File: config.mk
export PLATFORM = sky130hd
export DESIGN_NAME = renode_mem_arbiter
export DESIGN_NICKNAME = d
export VERILOG_FILES = /design/src/rtl/renode_mem_arbiter.sv
export SDC_FILE = /design/constraint.sdc
export NUM_CORES = 1
export LEC_CHECK = 0
export CORE_AREA = 10 10 314 316
export CTS_BUF_LIST = sky130_fd_sc_hd__clkbuf_2 sky130_fd_sc_hd__clkbuf_4 sky130_fd_sc_hd__clkbuf_8
export CTS_CLUSTER_DIAMETER = 30
export DETAILED_ROUTE_END_ITERATION = 8
export DIE_AREA = 0 0 324 326
export PLACE_DENSITY_LB_ADDON = 0.25
export SLEW_MARGIN = 25
export SYNTH_ARGS = -nofsm -noshare
export SYNTH_HDL_FRONTEND = slang
export SYNTH_SLANG_ARGS = --single-unit
File: constraint.sdc
create_clock -name clk_i -period 8.6 [get_ports clk_i]
set_input_delay 1.29 -clock clk_i [delete_from_list [all_inputs] [get_ports clk_i]]
set_output_delay 1.29 -clock clk_i [all_outputs]
set_load 0.1 [all_outputs]
File: src/rtl/renode_mem_arbiter.sv
// Round-robin arbiter sharing one single-outstanding memory port among NumReq requesters.
// One transaction at a time: grant, issue downstream, wait for the response, return it.
module renode_mem_arbiter #(
  parameter  int NumReq        = 4,
  parameter  int AddrWidth     = 64,
  parameter  int DataWidth     = 64,
  parameter  int TimeoutCycles = 1024,
  localparam int BeWidth       = DataWidth / 8,
  localparam int IdxWidth      = $clog2(NumReq)
) (
  input  logic                          clk_i,
  input  logic                          rst_i,
  input  logic [NumReq-1:0]             req_valid_i,
  output logic [NumReq-1:0]             req_ready_o,
  input  logic [NumReq*AddrWidth-1:0]   req_addr_i,
  input  logic [NumReq-1:0]             req_we_i,
  input  logic [NumReq*BeWidth-1:0]     req_be_i,
  input  logic [NumReq*DataWidth-1:0]   req_wdata_i,
  output logic [NumReq-1:0]             rsp_valid_o,
  output logic [DataWidth-1:0]          rsp_rdata_o,
  output logic                          rsp_err_o,
  output logic                          mem_req_valid_o,
  input  logic                          mem_req_ready_i,
  output logic [AddrWidth-1:0]          mem_addr_o,
  output logic                          mem_we_o,
  output logic [BeWidth-1:0]            mem_be_o,
  output logic [DataWidth-1:0]          mem_wdata_o,
  input  logic                          mem_rsp_valid_i,
  input  logic [DataWidth-1:0]          mem_rsp_rdata_i,
  input  logic                          mem_rsp_err_i,
  output logic                          busy_o,
  output logic [IdxWidth-1:0]           owner_o,
  output logic                          timeout_o
);

  localparam int CntWidth = (TimeoutCycles > 1) ? $clog2(TimeoutCycles) : 1;
  localparam int ToLast   = (TimeoutCycles > 0) ? TimeoutCycles - 1 : 0;

  typedef enum logic [1:0] {
    IDLE  = 2'd0,
    ISSUE = 2'd1,
    WAIT  = 2'd2
  } state_t;

  state_t                state_q, state_next;
  logic [IdxWidth-1:0]   ptr_q, owner_q, sel, next_ptr;
  logic                  found, grant, rsp_take, timeout_hit;
  logic [CntWidth-1:0]   count_q;
  logic [NumReq-1:0]     sel_oh, owner_oh, rsp_pulse_q;
  logic [AddrWidth-1:0]  addr_q, addr_sel;
  logic                  we_q, we_sel;
  logic [BeWidth-1:0]    be_q, be_sel;
  logic [DataWidth-1:0]  wdata_q, wdata_sel, rdata_q;
  logic                  err_q;

  // First valid requester at or above the pointer, wrapping around.
  always_comb begin
    sel   = ptr_q;
    found = 1'b0;
    for (int i = 0; i < NumReq; i++) begin
      if (!found && req_valid_i[(int'(ptr_q) + i) % NumReq]) begin
        sel   = IdxWidth'((int'(ptr_q) + i) % NumReq);
        found = 1'b1;
      end
    end
  end

  always_comb begin
    addr_sel  = '0;
    we_sel    = 1'b0;
    be_sel    = '0;
    wdata_sel = '0;
    for (int k = 0; k < NumReq; k++) begin
      if (IdxWidth'(k) == sel) begin
        addr_sel  = req_addr_i[k*AddrWidth +: AddrWidth];
        we_sel    = req_we_i[k];
        be_sel    = req_be_i[k*BeWidth +: BeWidth];
        wdata_sel = req_wdata_i[k*DataWidth +: DataWidth];
      end
    end
  end

  assign sel_oh   = {{(NumReq-1){1'b0}}, 1'b1} << sel;
  assign owner_oh = {{(NumReq-1){1'b0}}, 1'b1} << owner_q;
  assign next_ptr = IdxWidth'((int'(owner_q) + 1) % NumReq);

  // A response arriving in the last allowed cycle beats the timeout.
  assign timeout_hit = (TimeoutCycles != 0) && (state_q != IDLE)
                       && (count_q == CntWidth'(ToLast))
                       && !((state_q == WAIT) && mem_rsp_valid_i);

  always_comb begin
    state_next      = state_q;
    req_ready_o     = '0;
    grant           = 1'b0;
    mem_req_valid_o = 1'b0;
    rsp_take        = 1'b0;
    case (state_q)
      IDLE: begin
        if (found && !rst_i) begin
          req_ready_o = sel_oh;
          grant       = 1'b1;
          state_next  = ISSUE;
        end
      end
      ISSUE: begin
        mem_req_valid_o = 1'b1;
        if (timeout_hit)          state_next = IDLE;
        else if (mem_req_ready_i) state_next = WAIT;
      end
      WAIT: begin
        if (mem_rsp_valid_i) begin
          rsp_take   = 1'b1;
          state_next = IDLE;
        end else if (timeout_hit) begin
          state_next = IDLE;
        end
      end
      default: state_next = IDLE;
    endcase
  end

  always_ff @(posedge clk_i or posedge rst_i) begin
    if (rst_i) begin
      state_q     <= IDLE;
      ptr_q       <= '0;
      owner_q     <= '0;
      count_q     <= '0;
      addr_q      <= '0;
      we_q        <= 1'b0;
      be_q        <= '0;
      wdata_q     <= '0;
      rdata_q     <= '0;
      err_q       <= 1'b0;
      rsp_pulse_q <= '0;
    end else begin
      state_q     <= state_next;
      rsp_pulse_q <= '0;
      if (grant) begin
        owner_q <= sel;
        addr_q  <= addr_sel;
        we_q    <= we_sel;
        be_q    <= be_sel;
        wdata_q <= wdata_sel;
        count_q <= '0;
      end else if (state_q != IDLE) begin
        count_q <= count_q + 1'b1;
      end
      if (rsp_take) begin
        rdata_q     <= mem_rsp_rdata_i;
        err_q       <= mem_rsp_err_i;
        rsp_pulse_q <= owner_oh;
        ptr_q       <= next_ptr;
      end
      // Timed-out response is presented combinationally; keep the held copy consistent.
      if (timeout_hit) begin
        rdata_q <= '0;
        err_q   <= 1'b1;
        ptr_q   <= next_ptr;
      end
    end
  end

  assign rsp_valid_o = rsp_pulse_q | (timeout_hit ? owner_oh : '0);
  assign rsp_rdata_o = timeout_hit ? '0 : rdata_q;
  assign rsp_err_o   = timeout_hit | err_q;
  assign timeout_o   = timeout_hit;
  assign mem_addr_o  = addr_q;
  assign mem_we_o    = we_q;
  assign mem_be_o    = be_q;
  assign mem_wdata_o = wdata_q;
  assign busy_o      = (state_q != IDLE);
  assign owner_o     = owner_q;

endmodule

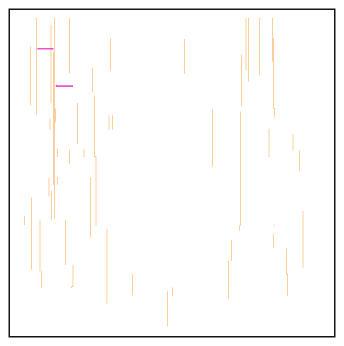
run_1/metal_stack.png
Scale: 1 px per um. Only two layers are drawn.
colour	layer	wire length
orange	met4	2210 um
magenta	met5	30.4 um
overall track demand over capacity in global routing: 14.69%
total wire length after detailed routing: 81550 um
Vias: 14443

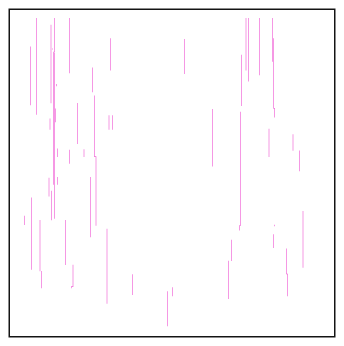
run_1/met4.png
Scale: 1 px per um.
share of all routed wire	2.7%
main direction	vertical
wire length on this layer	2210 um
longest straight run	166 um
nets with wire on the layer	33

==> qor.rpt, run 1 <==
STATUS
---------------------------------------------------------------------------------
Run status                                                           finished clean

STA
---------------------------------------------------------------------------------
Transition time of the tightest slew-check pin                            1108 ps
Final tally of max-slew violations                                              0
Maximum clock rate                                                      165.3 MHz
Worst-case setup margin in the final layout                               2551 ps
Crit path time final                                                      6049 ps
Final Hold Viols                                                                0
Total negative setup slack                                                   0 ps
Final setup violation count                                                     0
Final worst clock skew                                                   30.18 ps
Post-route fraction of the period consumed by the critical path            70.34%
Setup repair after global routing missed its margin                            no
Slew HR                                                                    25.93%

PWR
---------------------------------------------------------------------------------
IR Drop Worst-Case VDD                                                  0.2636 mV
Power density relative to cell area                                  450.3 nW/um^2
Static Leak                                                              10.24 nW

YOSYS
---------------------------------------------------------------------------------
Post-Synthesis Net Count                                                     2017
Area share, top type                                                       43.52%
Average cell area after synthesis                                      9.177 um^2
Leading post-synthesis cells by cell area                            sky130_fd_sc_hd__dfrtp_1 (44%), sky130_fd_sc_hd__mux2i_1 (11%), sky130_fd_sc_hd__a2bb2oi_1 (9.4%)
Synthesis warning total                                                         0
Instance tally after logic synthesis                                         1391
Post-synth area from yosys stat                                        12760 um^2
Dominant flop cell                                                   sky130_fd_sc_hd__dfrtp_1
Leading area contributor after synthesis                             sky130_fd_sc_hd__dfrtp_1
Proportion of synthesized chip area in sequential cells                    43.52%
Distinct cell type count of the synthesized netlist                            43
Async S/R FF share, synth                                                  100.0%
Post-synthesis instance area                                           12760 um^2
Number of enable-type register cells in the synthesized netlist                 0
Synth flops                                                                   222
Most frequent cells after synthesis                                  sky130_fd_sc_hd__nand2_1 (278), sky130_fd_sc_hd__dfrtp_1 (222), sky130_fd_sc_hd__inv_1 (143)
Most common cell in the synthesized netlist                          sky130_fd_sc_hd__nand2_1
Number of cell instances after yosys synthesis                               1391

GLOBAL ROUTE
---------------------------------------------------------------------------------
Vias in the first global route                                              15980
Maximum number of pins on one net before global-route repair                  119
Antenna violations before repair                                               19
Total global routing overflow                                                   0
M2 GR Usage                                                                26.93%
Wire length of the first global-routing pass                            115100 um
Met3 Track Usage GR                                                        5.158%
GRT busiest layer                                                            met2
Met1 global-route usage                                                    15.45%

DRT
---------------------------------------------------------------------------------
DRT Pass-1 Iters                                                                5
Vias per std cell                                                           4.147
Starting DRC count in detailed routing                                        736
Top Metal Used                                                               met5
DRC                                                                             0
Routed wl met3                                                            6797 um
Average detailed-routed wire length per instance                         23.41 um
Routed length on met1                                                    29520 um
Detailed-routed wire length on met2                                      42990 um
Routed Antenna Nets                                                             0

CRITICAL PATH
---------------------------------------------------------------------------------
Largest driver fanout on the critical path                                     43
Critical Path Start Type                                             primary input
Start-to-end type of the worst setup path                               in -> out
Worst-case reg-to-reg path depth                                                6
Critical path capture point type                                      output port
Worst Path Required                                                       7310 ps
Arrival time at the worst endpoint                                        4760 ps

PLACE
---------------------------------------------------------------------------------
Cell Count Post-Placement                                                    3323
Final weighted congestion in routability-driven placement                  0.8587
Post-place instance area                                               22250 um^2
HPWL after detailed placement                                            62340 um
Worst slack, placed                                                       2492 ps
Count of input and output buffers                                             835

CELLS AND AREA
---------------------------------------------------------------------------------
Area growth from synthesis to layout                                       90.29%
Post-route insts no fill                                                     3483
Share of cells above drive strength 1                                      8.388%
Area occupied by multi-input gates                                      6158 um^2
Number of nets in the layout                                                 2837
FF/Latch Area                                                           5555 um^2
Post-route cell area                                                   24290 um^2
Number of filler cells placed in the layout                                  9888

FLOORPLANNING
---------------------------------------------------------------------------------
Die width                                                                  324 um
Placement row count                                                           112
Starting density of the core                                               13.80%
Area inside the core boundary                                          92490 um^2
I/O pins                                                                      836
Die height                                                                 326 um
Chip Area                                                             105600 um^2

CLOCK NETWORK
---------------------------------------------------------------------------------
Deepest clock path buffer count                                                 3
CTS Root Buffer Type                                                 sky130_fd_sc_hd__clkbuf_8
Post-CTS Hold Buffers                                                           0
CTS sink cnt                                                                  222
Clock slew seen by the registers of the worst setup and hold paths          50 ps
# H-tree levels                                                                 3
Post CTS Setup Buffer Count                                                     0
Post_cts resized                                                                0
Clock tree from TritonCTS                                                     yes

FLOW RUN
---------------------------------------------------------------------------------
Tool Warnings                                                                  35
Number of maximum-capacitance constraint violations                             0

MIN PATH
---------------------------------------------------------------------------------
Cell depth of the worst min-delay path                                          1
Hold Path Class                                                        reg -> reg

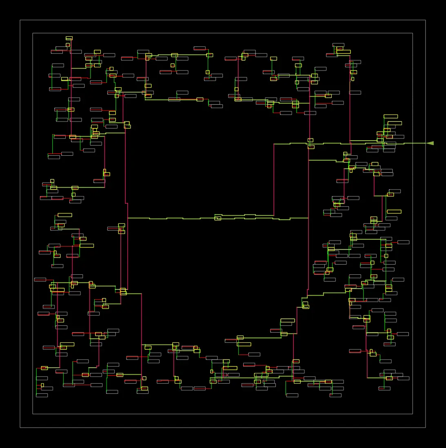
run_1/final_clocks.png
flip-flop and latch count: 222
clock insertion delay at the later pin of the skew report: 670 ps
clock group power: 2.22 mW
clock buffer instance count of the final layout: 122
Num CTS Buffers: 83

==> run 1: critical path, stage by stage <==
cell	delay, ps
sky130_fd_sc_hd__clkdlybuf4s50_1	650
sky130_fd_sc_hd__and3b_1	230
sky130_fd_sc_hd__or4_4	520
sky130_fd_sc_hd__nand2_8	370
sky130_fd_sc_hd__nand3_4	370
sky130_fd_sc_hd__inv_2	140
sky130_fd_sc_hd__clkdlybuf4s50_1	1170
==> run 1: where the power goes <==
part / internal (mW) / switching, mW / leakage, nW
Clock: 1.50 / 0.711 / 1.05
Combinational: 1.85 / 5.00 / 6.43
Sequential: 1.54 / 0.333 / 2.76
Total: 4.89 / 6.05 / 10.2
==> run 1: final timing paths <==
check | start | endpoint | slack [ps]
max | req_valid_i[3] | req_ready_o[3] | 2550
min | count_q[7]$_DFFE_PP0P_ | count_q[7]$_DFFE_PP0P_ | 480
max reg2reg | ptr_q[1]$_DFFE_PP0P_ | mem_wdata_o[15]$_DFFE_PP0P_ | 5240
min reg2reg | count_q[7]$_DFFE_PP0P_ | count_q[7]$_DFFE_PP0P_ | 480
max in group asynchronous | rst_i | mem_wdata_o[44]$_DFFE_PP0P_ | 5880
min in group asynchronous | rst_i | rdata_q[40]$_DFFE_PP0P_ | 1320
==> run 1: cells in the final DEF, fill, tap and decap left out, drive strengths merged, types with 2 or more instances in the layout <==
| master | Yosys | routed |
|---|---|---|
| a21o | 4 | 4 |
| diode | 0 | 9 |
| clkinv | 0 | 10 |
| clkbuf | 70 | 122 |
| nor2b | 4 | 4 |
| inv | 146 | 150 |
| dfrtp | 222 | 222 |
| and2 | 69 | 69 |
| o221ai | 137 | 137 |
| nand3b | 2 | 2 |
| a21oi | 6 | 6 |
| o21ai | 77 | 77 |
| bufinv | 0 | 12 |
| clkdlybuf4s50 | 0 | 830 |
| mux2i | 137 | 137 |
| nor3 | 4 | 4 |
| a2bb2oi | 137 | 137 |
| clkinvlp | 0 | 3 |
| nand4 | 2 | 2 |
| buf | 48 | 23 |
| nand3 | 10 | 10 |
| nand2b | 3 | 3 |
| and4 | 2 | 2 |
| nand2 | 279 | 279 |
| nor2 | 14 | 14 |
| ha | 5 | 5 |
==> run 1: through the flow <==
step | total power, mW | utilization (%) | hold slack, ps
finish | 10.94 | 26.26 | 484.9
global route | 11.41 | 26.25 | 509.6
CTS | 11.09 | 26.24 | 491.5
detailed placement | 8.788 | 24.05 | 485.3
global placement | 8.771 | 24.08 | 476.5
floorplan | 6.795 | - | 448.4
==> run 1: cell families after synthesis <==
logic type                 count (synthesis)  synth area share [%]
AOI/OAI and AO/OA                        366                 22.59
and+or+nand+nor                          395                 13.81
muxes                                    138                 10.83
buffers and inverters                    264                 8.684
adders and majority gates                  5                0.4901
DFF                                      222                 43.52
xor gates and xnor gates                   1               0.06863
==> run 1: cell type report <==
type                            instances  share of cell area, %
Sequential cell                       222                  22.87
Inverter                              146                  2.287
Clock buffer                          122                  6.346
Tap cell                             1197                  6.166
Multi-Input combinational cell        905                  25.35
Timing Repair Buffer                  853                  34.91
Clock inverter                         29                  1.968
Antenna cell                            9                0.09272
run_1/pins.png
Scale: 1 px per um. Pins as bars across the die edge, other pins in grey.
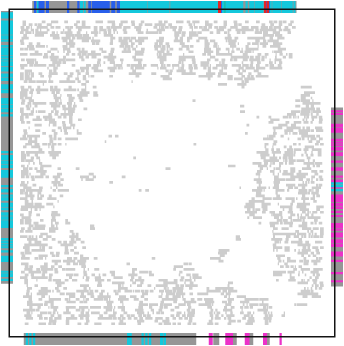

==> inputs of run 2 (changes only) <==
==> constraint.sdc (replaced) <==
create_clock -name clk_i -period 5.85 [get_ports clk_i]
set_input_delay 0.8775 -clock clk_i [delete_from_list [all_inputs] [get_ports clk_i]]
set_output_delay 0.8775 -clock clk_i [all_outputs]
set_load 0.1 [all_outputs]
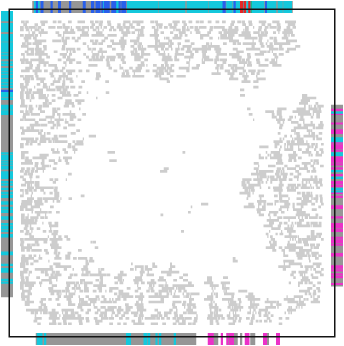
run_2/pins.png
Scale: 1 px per um. Pins as bars across the die edge, other pins in grey.
colour	port	pins	direction	edge
green	mem_we_o	1	output	top
red	req_we_i	4	input	top
blue	req_be_i	32	input	31 top, 1 left
cyan	req_addr_i	256	input	141 top, 90 left, 15 bottom, 10 right
magenta	mem_rsp_rdata_i	64	input	43 right, 21 bottom
count of input and output buffers: 835
die height: 326 um
die width: 324 um

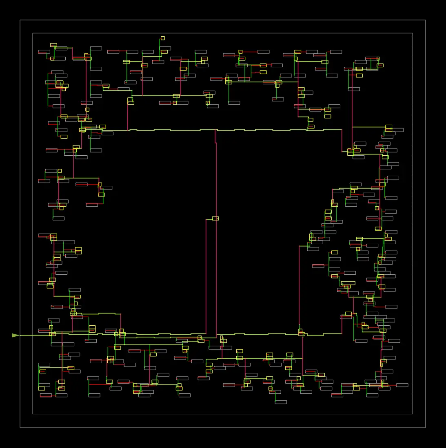
run_2/final_clocks.png
CTS sink cnt: 222
clock insertion delay at the later pin of the skew report: 690 ps
clock buffer instance count of the final layout: 143
Num CTS Buffers: 87
clock group power: 2.94 mW

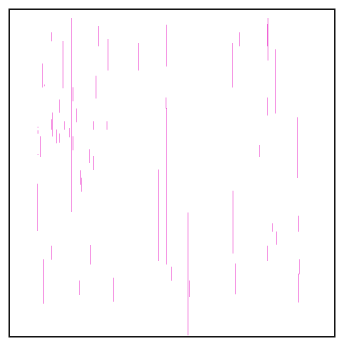
run_2/met4.png
Scale: 1 px per um.
wire length on this layer	1680 um
main direction	vertical
share of all routed wire	2.1%
longest straight run	194 um
nets with wire on the layer	34

==> qor.rpt, run 2 <==
YOSYS
---------------------------------------------------------------------------------
Post-Synthesis Net Count                                                     2017
Proportion of synthesized chip area in sequential cells                    43.52%
Distinct cell type count of the synthesized netlist                            43
Leading post-synthesis cells by cell area                            sky130_fd_sc_hd__dfrtp_1 (44%), sky130_fd_sc_hd__mux2i_1 (11%), sky130_fd_sc_hd__a2bb2oi_1 (9.4%)
Area share, top type                                                       43.52%
Number of cell instances after yosys synthesis                               1391
Synthesis warning total                                                         0
Average cell area after synthesis                                      9.177 um^2
Instance tally after logic synthesis                                         1391
Most common cell in the synthesized netlist                          sky130_fd_sc_hd__nand2_1
Number of enable-type register cells in the synthesized netlist                 0
Post-synth area from yosys stat                                        12760 um^2
Dominant flop cell                                                   sky130_fd_sc_hd__dfrtp_1
Leading area contributor after synthesis                             sky130_fd_sc_hd__dfrtp_1
Async S/R FF share, synth                                                  100.0%
Synth flops                                                                   222
Post-synthesis instance area                                           12760 um^2
Most frequent cells after synthesis                                  sky130_fd_sc_hd__nand2_1 (278), sky130_fd_sc_hd__dfrtp_1 (222), sky130_fd_sc_hd__inv_1 (143)

CELLS AND AREA
---------------------------------------------------------------------------------
Share of cells above drive strength 1                                      11.79%
Area growth from synthesis to layout                                       88.41%
FF/Latch Area                                                           5555 um^2
Most frequent cells in the layout                                    sky130_fd_sc_hd__clkdlybuf4s50_1 (757), sky130_fd_sc_hd__nand2_1 (277), sky130_fd_sc_hd__dfrtp_1 (222)
Number of nets in the layout                                                 2838
Number of filler cells placed in the layout                                  9925
Area occupied by multi-input gates                                      6158 um^2
Most common logic cell in the routed design                          sky130_fd_sc_hd__clkdlybuf4s50_1

CLOCK NETWORK
---------------------------------------------------------------------------------
Post CTS Setup Buffer Count                                                     0
Clock tree from TritonCTS                                                     yes
Clock slew seen by the registers of the worst setup and hold paths          40 ps
Deepest clock path buffer count                                                 3
# H-tree levels                                                                 3
Post-CTS Hold Buffers                                                           0
CTS Root Buffer Type                                                 sky130_fd_sc_hd__clkbuf_8
Post_cts resized                                                                0

CRITICAL PATH
---------------------------------------------------------------------------------
Critical Path Start Type                                                 register
Largest driver fanout on the critical path                                     35
Worst Path Required                                                       4970 ps
Arrival time at the worst endpoint                                        3710 ps
Start-to-end type of the worst setup path                              reg -> out
Critical path capture point type                                      output port

FLOORPLANNING
---------------------------------------------------------------------------------
Placement row count                                                           112
Starting density of the core                                               13.80%
Area inside the core boundary                                          92490 um^2
I/O pins                                                                      836
Chip Area                                                             105600 um^2

STA
---------------------------------------------------------------------------------
Crit path time final                                                      4590 ps
Final setup violation count                                                     0
Transition time of the tightest slew-check pin                            1101 ps
Total negative setup slack                                                   0 ps
Post-route fraction of the period consumed by the critical path            78.46%
Setup repair after global routing missed its margin                            no
Final tally of max-slew violations                                              0
Slew HR                                                                    26.37%
Maximum clock rate                                                      217.9 MHz
Final worst clock skew                                                   24.56 ps
Final Hold Viols                                                                0
Minimum hold slack                                                       485.4 ps

GLOBAL ROUTE
---------------------------------------------------------------------------------
Total global routing overflow                                                   0
Maximum number of pins on one net before global-route repair                  144
Antenna violations before repair                                               29
Overall track demand over capacity in global routing                       14.49%
Vias in the first global route                                              16089
Wire length of the first global-routing pass                            114200 um

DRT
---------------------------------------------------------------------------------
Vias                                                                        14480
Total wire length after detailed routing                                 79950 um
Vias per std cell                                                           4.145
Starting DRC count in detailed routing                                        711
Average detailed-routed wire length per instance                         22.89 um
DRC                                                                             0
DRT Pass-1 Iters                                                                4
Routed Antenna Nets                                                             0

PWR
---------------------------------------------------------------------------------
IR Drop Worst-Case VDD                                                  0.3293 mV
Static Leak                                                              10.31 nW
Power density relative to cell area                                  651.7 nW/um^2

STATUS
---------------------------------------------------------------------------------
Run status                                                           finished clean

PLACE
---------------------------------------------------------------------------------
Final weighted congestion in routability-driven placement                  0.8232
HPWL after detailed placement                                            59420 um

MIN PATH
---------------------------------------------------------------------------------
Hold Path Class                                                        reg -> reg

FLOW RUN
---------------------------------------------------------------------------------
Tool Warnings                                                                  41
Number of maximum-capacitance constraint violations                             0

-- run 2: cells by family (layout without fill, tap and decap cells) --
logic type                 count (synthesis)  after routing  synth area share [%]
AOI/OAI and AO/OA                        366            366                 22.59
xor gates and xnor gates                   1              1               0.06863
adders and majority gates                  5              5                0.4901
buffers and inverters                    264           1155                 8.684
DFF                                      222            222                 43.52
muxes                                    138            138                 10.83
other                                      0             14                     0
and+or+nand+nor                          395            395                 13.81
-- run 2: through the flow --
step / area (um^2) / worst slack [ps] / std cells / utilization (%) / total power [mW]
2_1_floorplan: 12770 / 1675 / 1391 / - / 9.990
3_3_place_gp: 22150 / 1650 / 3320 / 23.94 / 12.80
3_5_place_dp: 22130 / 1586 / 3320 / 23.93 / 12.84
4_1_cts: 24020 / 1046 / 3479 / 25.97 / 15.92
5_1_grt: 24040 / 799.4 / 3489 / 25.99 / 16.40
6_report: 24050 / 1260 / 3493 / 26.00 / 15.67
-- run 2: worst paths after layout --
path | start | endpoint | slack, ps | cells past startpoint
worst min register to register | count_q[6]$_DFFE_PP0P_ | count_q[6]$_DFFE_PP0P_ | 490 | 1
min in group asynchronous | rst_i | rdata_q[48]$_DFFE_PP0P_ | 850 | 2
worst min-delay path | count_q[6]$_DFFE_PP0P_ | count_q[6]$_DFFE_PP0P_ | 490 | 1
worst max-delay path | state_q[0]$_DFFE_PP0P_ | rsp_rdata_o[46] | 1260 | 8
worst max register to register | ptr_q[1]$_DFFE_PP0P_ | mem_addr_o[53]$_DFFE_PP0P_ | 2770 | 6
max in group asynchronous | rst_i | mem_wdata_o[32]$_DFFE_PP0P_ | 3790 | 3
-- run 2: report_power, final --
part           internal [mW]  switching [mW]  total (mW)  leakage [nW]
clock network           1.91            1.03        2.94          1.01
logic                   2.67            7.33        10.0          6.55
registers               2.26           0.467        2.73          2.76
total                   6.85            8.83        15.7          10.3
-- run 2: layout make-up --
class,count,share of cell area [%]
Tap cell,1197,6.227
Timing Repair Buffer,850,34.79
Antenna cell,14,0.1457
Inverter,146,2.294
Sequential cell,222,23.10
Clock buffer,143,7.299
Multi-Input combinational cell,905,25.61
Clock inverter,16,0.5358
-- run 2: worst max-delay path, cell delays in order, from the launching register on --
cell	delay (ps)
sky130_fd_sc_hd__dfrtp_1	480
sky130_fd_sc_hd__nor2_2	330
sky130_fd_sc_hd__inv_2	130
sky130_fd_sc_hd__and3_1	270
sky130_fd_sc_hd__and4_2	280
sky130_fd_sc_hd__nand2_1	670
sky130_fd_sc_hd__buf_4	390
sky130_fd_sc_hd__and2_1	170
sky130_fd_sc_hd__buf_4	290
-- run 2: routing by layer --
layer  vias to the layer above  global-route usage (%)  part of all wire (%)
met2                       601                   26.40                    53
met3                       129                   5.772                   8.7
met4                         8                   4.399                   2.1
met5                         -                       0                 0.084
li1                       6630                       -                     -
met1                      7112                   15.01                    37
run_2/metal_stack.png
Scale: 1 px per um. Only two layers are drawn.
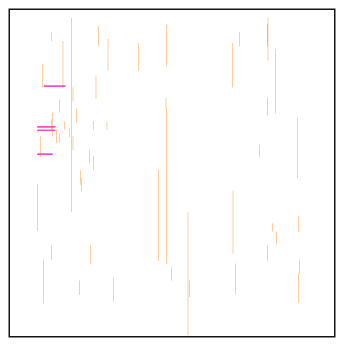

==> inputs of run 3 (changes only) <==
==> constraint.sdc (replaced) <==
create_clock -name clk_i -period 4.5 [get_ports clk_i]
set_input_delay 0.675 -clock clk_i [delete_from_list [all_inputs] [get_ports clk_i]]
set_output_delay 0.675 -clock clk_i [all_outputs]
set_load 0.1 [all_outputs]
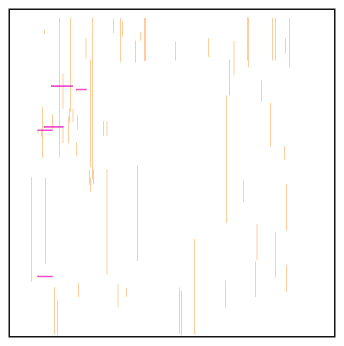
run_3/metal_stack.png
Scale: 1 px per um. Only two layers are drawn.
colour	layer	wire length
magenta	met5	75.4 um
orange	met4	2490 um
Vias: 14509
total wire length after detailed routing: 80540 um
overall track demand over capacity in global routing: 14.58%

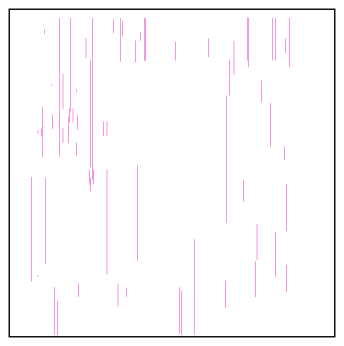
run_3/met4.png
Scale: 1 px per um.
wire length on this layer	2490 um
main direction	vertical
share of all routed wire	3.1%
longest straight run	161 um

==> qor.rpt, run 3 <==
YOSYS
---------------------------------------------------------------------------------
Synth flops                                                                   222
Post-synth area from yosys stat                                        12760 um^2
Instance tally after logic synthesis                                         1391
Area share, top type                                                       43.52%
Post-Synthesis Net Count                                                     2017
Number of cell instances after yosys synthesis                               1391
Leading post-synthesis cells by cell area                            sky130_fd_sc_hd__dfrtp_1 (44%), sky130_fd_sc_hd__mux2i_1 (11%), sky130_fd_sc_hd__a2bb2oi_1 (9.4%)
Synthesis warning total                                                         0
Async S/R FF share, synth                                                  100.0%
Dominant flop cell                                                   sky130_fd_sc_hd__dfrtp_1
Proportion of synthesized chip area in sequential cells                    43.52%
Number of enable-type register cells in the synthesized netlist                 0
Post-synthesis instance area                                           12760 um^2

GLOBAL ROUTE
---------------------------------------------------------------------------------
Vias in the first global route                                              15869
Maximum number of pins on one net before global-route repair                   81
Antenna violations before repair                                               33
M2 GR Usage                                                                25.86%
Met3 Track Usage GR                                                        6.002%
GRT busiest layer                                                            met2
Wire length of the first global-routing pass                            113900 um
Total global routing overflow                                                   0

CLOCK NETWORK
---------------------------------------------------------------------------------
Clock insertion delay at the later pin of the skew report                  670 ps
Post CTS Setup Buffer Count                                                     0
Deepest clock path buffer count                                                 3
Clock slew seen by the registers of the worst setup and hold paths          40 ps
CTS sink cnt                                                                  222
Post_cts resized                                                                0
# H-tree levels                                                                 3
Post-CTS Hold Buffers                                                           0

STA
---------------------------------------------------------------------------------
Final tally of max-slew violations                                              0
Post-route fraction of the period consumed by the critical path            88.20%
Minimum hold slack                                                       495.8 ps
Transition time of the tightest slew-check pin                            1109 ps
Slew HR                                                                    25.86%
Worst-case setup margin in the final layout                              531.2 ps
Setup repair after global routing missed its margin                            no
Maximum clock rate                                                      252.0 MHz
Final setup violation count                                                     0
Final worst clock skew                                                   21.05 ps
Crit path time final                                                      3969 ps

CELLS AND AREA
---------------------------------------------------------------------------------
Post-route cell area                                                   25090 um^2
Share of cells above drive strength 1                                      11.71%
Number of nets in the layout                                                 2846
Area growth from synthesis to layout                                       96.54%
Most common logic cell in the routed design                          sky130_fd_sc_hd__clkdlybuf4s50_1

DRT
---------------------------------------------------------------------------------
Average detailed-routed wire length per instance                         23.06 um
DRC                                                                             0
Starting DRC count in detailed routing                                        782
Vias per std cell                                                           4.155
Routed Antenna Nets                                                             0

PWR
---------------------------------------------------------------------------------
Static Leak                                                              10.63 nW
Power density relative to cell area                                  845.3 nW/um^2
IR Drop Worst-Case VDD                                                  0.3956 mV

FLOW RUN
---------------------------------------------------------------------------------
Number of maximum-capacitance constraint violations                             0

PLACE
---------------------------------------------------------------------------------
Worst slack, placed                                                      933.5 ps
Count of input and output buffers                                             835
Post-place instance area                                               23210 um^2
Final weighted congestion in routability-driven placement                  0.8238

FLOORPLANNING
---------------------------------------------------------------------------------
Placement row count                                                           112
Area inside the core boundary                                          92490 um^2
Die height                                                                 326 um
Starting density of the core                                               13.80%
I/O pins                                                                      836

CRITICAL PATH
---------------------------------------------------------------------------------
List of cells traversed by the critical path                         nor2_2 > inv_2 > and3_1 > and4_2 > nand2_1 > buf_4 > inv_2 > a21o_1 > buf_12
Start-to-end type of the worst setup path                              reg -> out
Arrival time at the worst endpoint                                        3290 ps
CP dominant cell by count                                            sky130_fd_sc_hd__inv_2
Delay of the slowest critical-path stage                                   480 ps
Largest driver fanout on the critical path                                     66
Register-to-register setup slack                                          1850 ps
Critical path capture point type                                      output port
Largest delay share family, worst path                               buffers and inverters
Crit path buf inv count                                                         4
Crit-path slowest cell                                               sky130_fd_sc_hd__dfrtp_1
Critical Path Start Type                                                 register

STATUS
---------------------------------------------------------------------------------
Run status                                                           finished clean

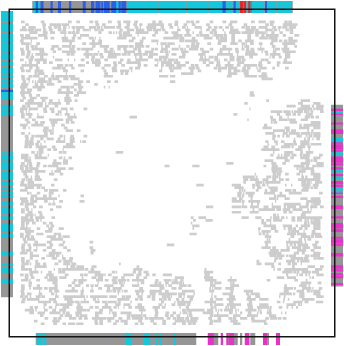
run_3/pins.png
Scale: 1 px per um. Pins as bars across the die edge, other pins in grey.
colour	port	pins	direction	edge
cyan	req_addr_i	256	input	141 top, 90 left, 15 bottom, 10 right
magenta	mem_rsp_rdata_i	64	input	43 right, 21 bottom
red	req_we_i	4	input	top
blue	req_be_i	32	input	31 top, 1 left
green	mem_we_o	1	output	top
all pins by edge	282 top, 211 bottom, 210 left, 133 right

[run 3: where the power goes]
part | internal [mW] | switching (mW)
logic | 4.22 | 9.72
clock network | 2.48 | 1.27
registers | 2.94 | 0.582
[run 3: worst paths after layout]
| path | from | endpoint | depth (start not counted) |
|---|---|---|---|
| worst max-delay path | state_q[0]$_DFFE_PP0P_ | rsp_valid_o[1] | 9 |
| worst min-delay path | count_q[7]$_DFFE_PP0P_ | count_q[7]$_DFFE_PP0P_ | 1 |
| worst max register to register | ptr_q[1]$_DFFE_PP0P_ | mem_addr_o[44]$_DFFE_PP0P_ | 6 |
| worst min register to register | count_q[7]$_DFFE_PP0P_ | count_q[7]$_DFFE_PP0P_ | 1 |
| max in group asynchronous | rst_i | mem_addr_o[54]$_DFFE_PP0P_ | 3 |
| min in group asynchronous | rst_i | rdata_q[34]$_DFFE_PP0P_ | 2 |
[run 3: logic make-up after synthesis]
family,Yosys count,synth area share [%]
AND-OR/OR-AND,366,22.59
XOR/XNOR,1,0.06863
adder cells (fa/ha/maj),5,0.4901
buffers and inverters,264,8.684
flip-flops,222,43.52
multiplexers,138,10.83
AND/OR/NAND/NOR,395,13.81
[run 3: routing by layer]
metal | vias up | part of all wire [%]
li1 | 6648 | -
met1 | 7049 | 36
met2 | 647 | 52
met3 | 155 | 9.4
met4 | 10 | 3.1
met5 | - | 0.093
[run 3: cell type report]
class | instances | area [um^2]
antenna | 15 | 37.54
inverter | 146 | 551.8
clock inverter | 12 | 127.6
timing repair buffer | 863 | 9449
sequential | 222 | 5555
clock buffer | 132 | 1710
fill | 9876 | 67400
tap | 1197 | 1498
multi-input combinational | 905 | 6158
[run 3: per-stage QoR]
stage          util (%)  cells
3_3_place_gp      25.08   3332
4_1_cts           27.08   3477
2_1_floorplan         -   1391
6_report          27.13   3492
5_1_grt           27.11   3487
3_5_place_dp      25.10   3333
[run 3: worst register-to-register path, stage by stage, from the launching register on]
cell                       delay, ps
sky130_fd_sc_hd__dfrtp_1         450
sky130_fd_sc_hd__and3b_1         220
sky130_fd_sc_hd__or4_4           520
sky130_fd_sc_hd__nand2_8         140
sky130_fd_sc_hd__buf_12          310
sky130_fd_sc_hd__mux2i_1         710
sky130_fd_sc_hd__o221ai_1        150
Power and IR drop assume default switching activity.
